**config.mk**
```make
export PLATFORM = sky130hd
export DESIGN_NAME = sample_streamer
export DESIGN_NICKNAME = d
export VERILOG_FILES = /design/src/rtl/sample_streamer.sv
export SDC_FILE = /design/constraint.sdc
export NUM_CORES = 1
export LEC_CHECK = 0
export CAP_MARGIN = 30
export CELL_PAD_IN_SITES_DETAIL_PLACEMENT = 1
export CELL_PAD_IN_SITES_GLOBAL_PLACEMENT = 1
export CORE_AREA = 2 2 140 115
export CTS_CLUSTER_SIZE = 25
export DETAILED_ROUTE_END_ITERATION = 8
export DIE_AREA = 0 0 142 117
export GPL_TIMING_DRIVEN = 0
export MAX_ROUTING_LAYER = met4
export PLACE_DENSITY_LB_ADDON = 0.2
export SYNTH_ARGS = -nofsm -noshare
export SYNTH_HDL_FRONTEND = slang
export SYNTH_SLANG_ARGS = --single-unit
export TNS_END_PERCENT = 5
```
**constraint.sdc**
```tcl
create_clock -name clk -period 8.54 [get_ports clk]
set_input_delay 2.562 -clock clk [delete_from_list [all_inputs] [get_ports clk]]
set_output_delay 2.562 -clock clk [all_outputs]
set_load 0.1 [all_outputs]
```
**src/rtl/sample_streamer.sv**
```systemverilog
// Plays a 1-bit sample RAM out as LSB-first packed bytes on a valid/ready stream.
// A 2-entry output FIFO and a read-issue throttle keep every sample without stalling at full rate.
module sample_streamer #(
    parameter int ADDR_W = 22,
    parameter int DEPTH  = 4000000
) (
    input  logic              clk,
    input  logic              rst_n,
    input  logic              start,
    input  logic              stop,
    input  logic              loop_en,
    input  logic [ADDR_W-1:0] length,
    output logic [ADDR_W-1:0] mem_addr,
    input  logic              mem_data,
    output logic [7:0]        m_data,
    output logic              m_valid,
    input  logic              m_ready,
    output logic              m_last,
    output logic              busy,
    output logic              done
);
    localparam logic [1:0] IDLE  = 2'd0;
    localparam logic [1:0] RUN   = 2'd1;
    localparam logic [1:0] DRAIN = 2'd2;

    logic [1:0]        state;
    logic [ADDR_W-1:0] len_r;
    logic              loop_r;
    logic              rd_pend, rd_last;
    logic [7:0]        acc;
    logic [2:0]        acc_cnt;
    logic [1:0]        fifo_cnt;
    logic [7:0]        q0_data, q1_data;
    logic              q0_last, q1_last;

    logic              len_ok, issue, at_end, push, pop;
    logic [3:0]        bits_held;
    logic [7:0]        word;

    always_comb begin
        len_ok    = (length != '0) && ({1'b0, length} <= (ADDR_W+1)'(DEPTH));
        bits_held = {1'b0, acc_cnt} + {3'b000, rd_pend};
        // Hold off a read that would complete a word while the FIFO may still be full.
        issue     = (state == RUN) && (fifo_cnt < 2'd2) &&
                    !(fifo_cnt == 2'd1 && bits_held == 4'd7);
        at_end    = (mem_addr == len_r - ADDR_W'(1));
        word      = acc;
        word[acc_cnt] = mem_data;
        push      = rd_pend && (acc_cnt == 3'd7 || rd_last);
        pop       = m_valid && m_ready;
    end

    assign m_valid = (fifo_cnt != 2'd0);
    assign m_data  = q0_data;
    assign m_last  = q0_last;
    assign busy    = (state != IDLE);

    always_ff @(posedge clk or negedge rst_n) begin
        if (!rst_n) begin
            state    <= IDLE;
            len_r    <= '0;
            loop_r   <= 1'b0;
            mem_addr <= '0;
            rd_pend  <= 1'b0;
            rd_last  <= 1'b0;
            acc      <= '0;
            acc_cnt  <= '0;
            fifo_cnt <= '0;
            q0_data  <= '0;
            q1_data  <= '0;
            q0_last  <= 1'b0;
            q1_last  <= 1'b0;
            done     <= 1'b0;
        end else begin
            done <= 1'b0;
            if (stop) begin
                state    <= IDLE;
                mem_addr <= '0;
                rd_pend  <= 1'b0;
                rd_last  <= 1'b0;
                acc      <= '0;
                acc_cnt  <= '0;
                fifo_cnt <= '0;
                q0_data  <= '0;
                q1_data  <= '0;
                q0_last  <= 1'b0;
                q1_last  <= 1'b0;
            end else begin
                case (state)
                    IDLE: if (start && len_ok) begin
                        state    <= RUN;
                        mem_addr <= '0;
                        len_r    <= length;
                        loop_r   <= loop_en;
                    end
                    RUN: if (issue) begin
                        if (!at_end)     mem_addr <= mem_addr + ADDR_W'(1);
                        else if (loop_r) mem_addr <= '0;
                        else             state    <= DRAIN;
                    end
                    DRAIN: if (pop && q0_last) begin
                        state <= IDLE;
                        done  <= 1'b1;
                    end
                    default: state <= IDLE;
                endcase

                rd_pend <= issue;
                rd_last <= issue && at_end && !loop_r;

                if (rd_pend) begin
                    if (push) begin
                        acc     <= '0;
                        acc_cnt <= '0;
                    end else begin
                        acc     <= word;
                        acc_cnt <= acc_cnt + 3'd1;
                    end
                end

                case ({push, pop})
                    2'b10: begin
                        if (fifo_cnt == 2'd0) begin
                            q0_data <= word;
                            q0_last <= rd_last;
                        end else begin
                            q1_data <= word;
                            q1_last <= rd_last;
                        end
                        fifo_cnt <= fifo_cnt + 2'd1;
                    end
                    2'b01: begin
                        q0_data  <= q1_data;
                        q0_last  <= q1_last;
                        fifo_cnt <= fifo_cnt - 2'd1;
                    end
                    2'b11: begin
                        if (fifo_cnt == 2'd1) begin
                            q0_data <= word;
                            q0_last <= rd_last;
                        end else begin
                            q0_data <= q1_data;
                            q0_last <= q1_last;
                            q1_data <= word;
                            q1_last <= rd_last;
                        end
                    end
                    default: ;
                endcase
            end
        end
    end
endmodule

```
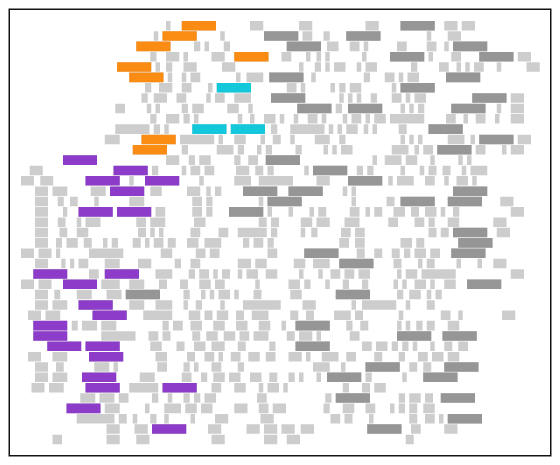
*Sequential cells colored by netlist name, run 1*
color	netlist name	flops
cyan	acc_cnt	3
orange	acc	8
purple	len_r	22
not colored	48

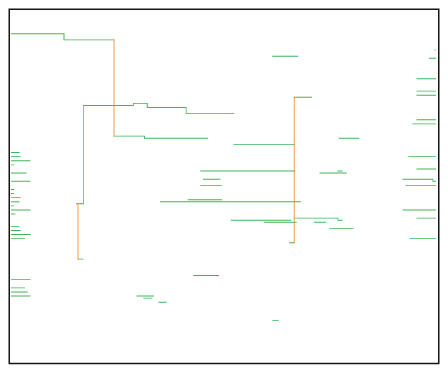
*Signal wires by layer, run 1*
Two of the layers only.
color	layer	wire length
green	met3	531 µm
orange	met4	131 µm

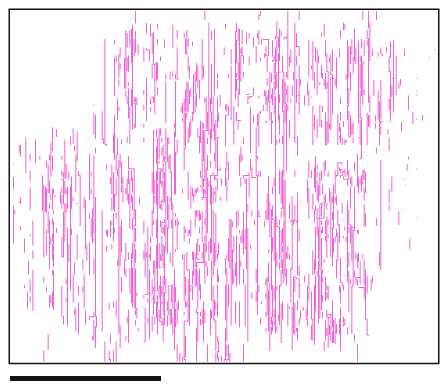
*M2 wires, run 1*
Scale bar: 50 µm.
longest straight run	78.5 µm
nets with wire on the layer	610
main direction	vertical

==> results_dict.tcl, run 1 <==
# collected from the flow reports
set metrics [dict create \
    critical_path_depth 9 \
    post_cts_buffers 0 \
    grt_max_degree 46 \
    hold_buffers 0 \
    ctsResizeCount 0 \
    clock_power_share_pct 31.7 \
    buffer_area_share_pct 12.7 \
    critPathSlowestCell "nor4_1" \
    crit_chain "clkdlybuf4s50_1, nor4_1, a21boi_0, o311ai_0, nand4_1, nor3_1, buf_2, clkbuf_1, mux2_2" \
    pg_seq_uw 460 \
    top_layer "met4" \
    worst_pin_slew_ns 1.00 \
    r2r_slack_ns 4.90 \
    setup-tns-final_ns 0 \
    placed_cells 819 \
    whs_ns 0.488 \
    mux_share_pct 7.43 \
    slowest_delay_ns 0.54 \
    drc_errors 0 \
    p_per_area_nw_per_um2 179 \
    track_usage_pct 20.8 \
    inverters 20 \
    powerComb_uw 322 \
    critPathLaunchType "input pin" \
    routed_via_density 5.70 \
    yosys.area.top_type "dfrtp_1" \
    portBuffers 60 \
    max_slew_margin_pct 33.0 \
    m1WireLength_mm 8.42 \
    swShare_pct 35.3 \
    pg_clk_uw 362 \
    seq_cells 81 \
    rsz0062_at_grt "no" \
    p_leak_nw 2.43 \
    worstHoldPathType "register to register" \
    path_delay_family "simple AND/OR/NAND/NOR gates" \
    cap_violations 0 \
    sh_comb_area_pct 46.2 \
    reg_top3 "len_r: 22 flops, mem_addr: 22 flops" \
    synth-edff-count 0 \
    p_int_uw 740 \
    yosys_warnings 0 \
    wirelength_mm 16.1 \
    crit_path_max_fanout 10 \
    max_freq_mhz 180 \
    synthTopCellsByCount "dfrtp_1, nor2_1, nand2_1" \
    area_delta_synth_final_pct 22.0 \
    worst_slack_ns 2.98 \
    ys_sh_xor_pct 3.86 \
    power_frac_comb_pct 28.1 \
    clock_path_buffers 2 \
    antenna_left 0 \
    status "finished clean" \
    place_area_um2 6090 \
    async_reset_ff_share_pct 100 \
]
==> run 1 -> run 2 <==
==> constraint.sdc (replaced) <==
create_clock -name clk -period 5.5 [get_ports clk]
set_input_delay 1.65 -clock clk [delete_from_list [all_inputs] [get_ports clk]]
set_output_delay 1.65 -clock clk [all_outputs]
set_load 0.1 [all_outputs]
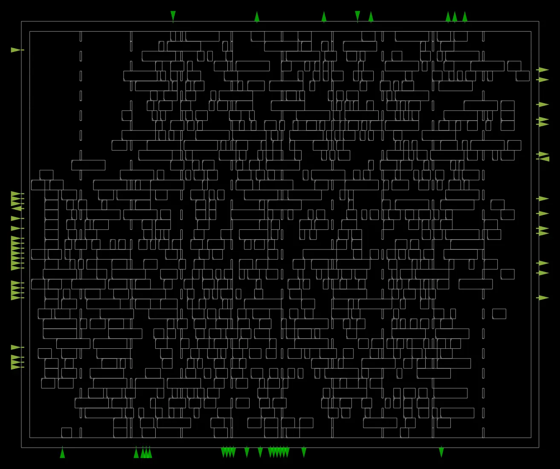
*Cell outlines without signal wires, run 2*
final core occ: 41.5%
sequential cell area share: 31.8%

==> run 2 against run 1 <==
Combinational power increased by 55%. Count of clock-buffer cells in the layout unchanged. Flip-flop count is the same. Clock skew unchanged. Synthesized cell count did not move. Critical path type unchanged. Critical endpoint unchanged. Cell count stayed put. Sequential share of layout area is the same. Critical path depth did not move. Cell area unchanged.
==> results_dict.tcl, run 2 <==
# collected from the flow reports
set metrics [dict create \
    worst_pin_slew_ns 1.00 \
    area_delta_synth_final_pct 22.0 \
    synthTopCellsByCount "dfrtp_1, nor2_1, nand2_1" \
    hold_buffers 0 \
    track_usage_pct 20.8 \
    wirelength_mm 16.1 \
    critical_path_depth 9 \
    p_per_area_nw_per_um2 279 \
    worstHoldPathType "register to register" \
    ctsResizeCount 0 \
    inverters 20 \
    pg_clk_uw 562 \
    swShare_pct 35.3 \
    sh_comb_area_pct 46.2 \
    buffer_area_share_pct 12.7 \
    clock_path_buffers 2 \
    worst_slack_ns 0.855 \
    status "finished clean" \
    top_layer "met4" \
    slowest_delay_ns 0.54 \
    yosys_warnings 0 \
    reg_top3 "len_r: 22 flops, mem_addr: 22 flops" \
    crit_chain "clkdlybuf4s50_1, nor4_1, a21boi_0, o311ai_0, nand4_1, nor3_1, buf_2, clkbuf_1, mux2_2" \
    ys_sh_xor_pct 3.86 \
    p_int_mw 1.15 \
    r2r_slack_ns 1.86 \
    critPathSlowestCell "nor4_1" \
    synth-edff-count 0 \
    placed_cells 819 \
    max_freq_mhz 215 \
    antenna_left 0 \
    grt_max_degree 46 \
    setup-tns-final_ns 0 \
    power_frac_comb_pct 28.1 \
    pg_seq_uw 714 \
    post_cts_buffers 0 \
    drc_errors 0 \
]
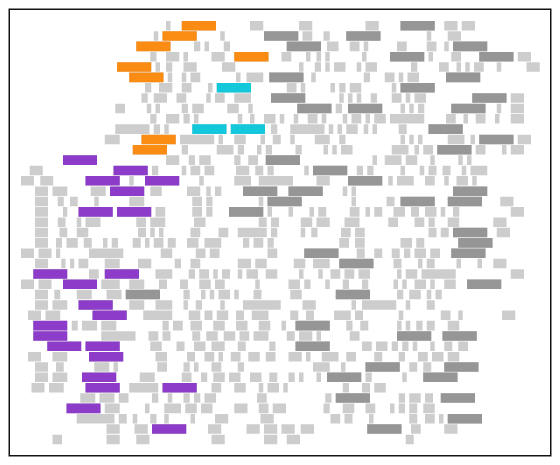
*Sequential cells colored by netlist name, run 2*
color	netlist name	flops
purple	len_r	22
orange	acc	8
cyan	acc_cnt	3
not colored	48

==> run 2 -> run 3 <==
==> constraint.sdc (replaced) <==
create_clock -name clk -period 4.3 [get_ports clk]
set_input_delay 1.29 -clock clk [delete_from_list [all_inputs] [get_ports clk]]
set_output_delay 1.29 -clock clk [all_outputs]
set_load 0.1 [all_outputs]
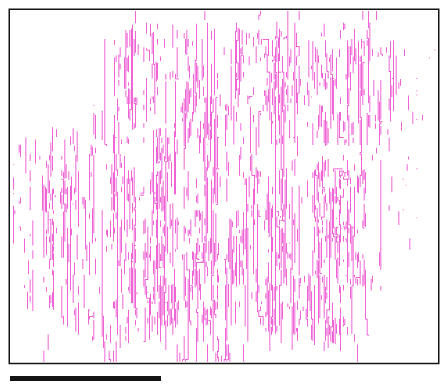
*M2 wires, run 3*
Scale bar: 50 µm.
longest straight run	78.5 µm
main direction	vertical
nets with wire on the layer	610
share of all routed wire	44%
wire length on this layer	7,030 µm

==> run 3 against run 2 <==
Critical path depth rose by 1. Clock power is 28% higher. Critical path type unchanged. First-iteration DRC count shrank 12%. Largest power group unchanged. Count of clock-buffer cells in the layout is the same. Worst hold slack got worse by 0.00081 ns.
==> results_dict.tcl, run 3 <==
# collected from the flow reports
set metrics [dict create \
    ctsResizeCount 1 \
    met3_length_um 495 \
    reg_top3 "len_r: 22 flops, mem_addr: 22 flops" \
    max_slew_margin_pct 33.3 \
    pg_seq_uw 912 \
    clock_path_buffers 2 \
    mux_share_pct 7.43 \
    yosys_warnings 0 \
    drc_errors 0 \
    powerComb_uw 637 \
    path_delay_family "AND-OR/OR-AND gates" \
    setup-tns-final_ns 0 \
    critPathSlowestCell "nor4_1" \
    vias 4716 \
    sh_seq_area_pct 31.8 \
    yosysUniqueCellTypes 66 \
    async_reset_ff_share_pct 100 \
    yosysCellCount 564 \
    place_area_um2 6090 \
    whs_ns 0.487 \
    post_cts_buffers 0 \
    status "finished clean" \
    yosys.area.top_type "dfrtp_1" \
    area_delta_synth_final_pct 22.0 \
    max_freq_mhz 246 \
    htreeDepth 3 \
    ys_sh_xor_pct 3.86 \
    gr-usage-met1_pct 30.2 \
    power_frac_comb_pct 28.1 \
    gr-usage-met2_pct 31.2 \
    p_leak_nw 2.43 \
    clock_power_share_pct 31.7 \
    grt_max_degree 46 \
    grt_first_pass_wirelength_mm 26.1 \
    antenna_left 0 \
    hold_violations 0 \
    p_seq_share_pct 40.2 \
    synthTopCellsByCount "dfrtp_1, nor2_1, nand2_1" \
    portBuffers 60 \
    synth-edff-count 0 \
    critPathLaunchType "input pin" \
    taps 193 \
    most_common_cell "dfrtp_1" \
    rsz0062_at_grt "no" \
    worstHoldStart "acc[7]" \
    r2r_slack_ns 0.64 \
    crit_start "length[5]" \
    hold_buffers 0 \
    m1WireLength_mm 8.36 \
    cap_violations 0 \
    swShare_pct 35.2 \
    crit_path_max_fanout 10 \
    worst_pin_slew_ns 0.997 \
    grt_pass1_vias 4727 \
    drt-initial-drc-count 253 \
    wirelength_mm 16.0 \
    layout-drive-gt1-share_pct 11.1 \
    seq_cells 81 \
    routed_via_density 5.65 \
    sh_comb_area_pct 46.3 \
    worstHoldPathType "register to register" \
    final_util_pct 41.6 \
    p_per_area_nw_per_um2 356 \
    pg_clk_uw 718 \
    tool_warnings 29 \
    ios 63 \
    power.switching_uw 798 \
    inverters 20 \
    worst_slack_ns 0.235 \
    critical_path_depth 10 \
    placed_cells 819 \
    slowest_delay_ns 0.50 \
    buffer_area_share_pct 12.7 \
    track_usage_pct 20.8 \
    r2r_start "len_r[0]" \
    top_layer "met4" \
    p_int_mw 1.47 \
    crit_chain "clkdlybuf4s50_1, nor4_1, a21boi_0, o311ai_0, nand4_1, a21oi_1, o31ai_4, or2b_1, buf_4, o41ai_1" \
]
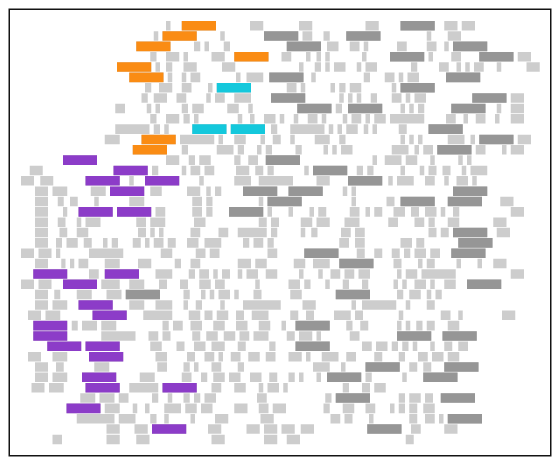
*Sequential cells colored by netlist name, run 3*
color	netlist name	flops
cyan	acc_cnt	3
purple	len_r	22
orange	acc	8
not colored	48

No activity file was given, so power comes from the tool's default toggle rates.
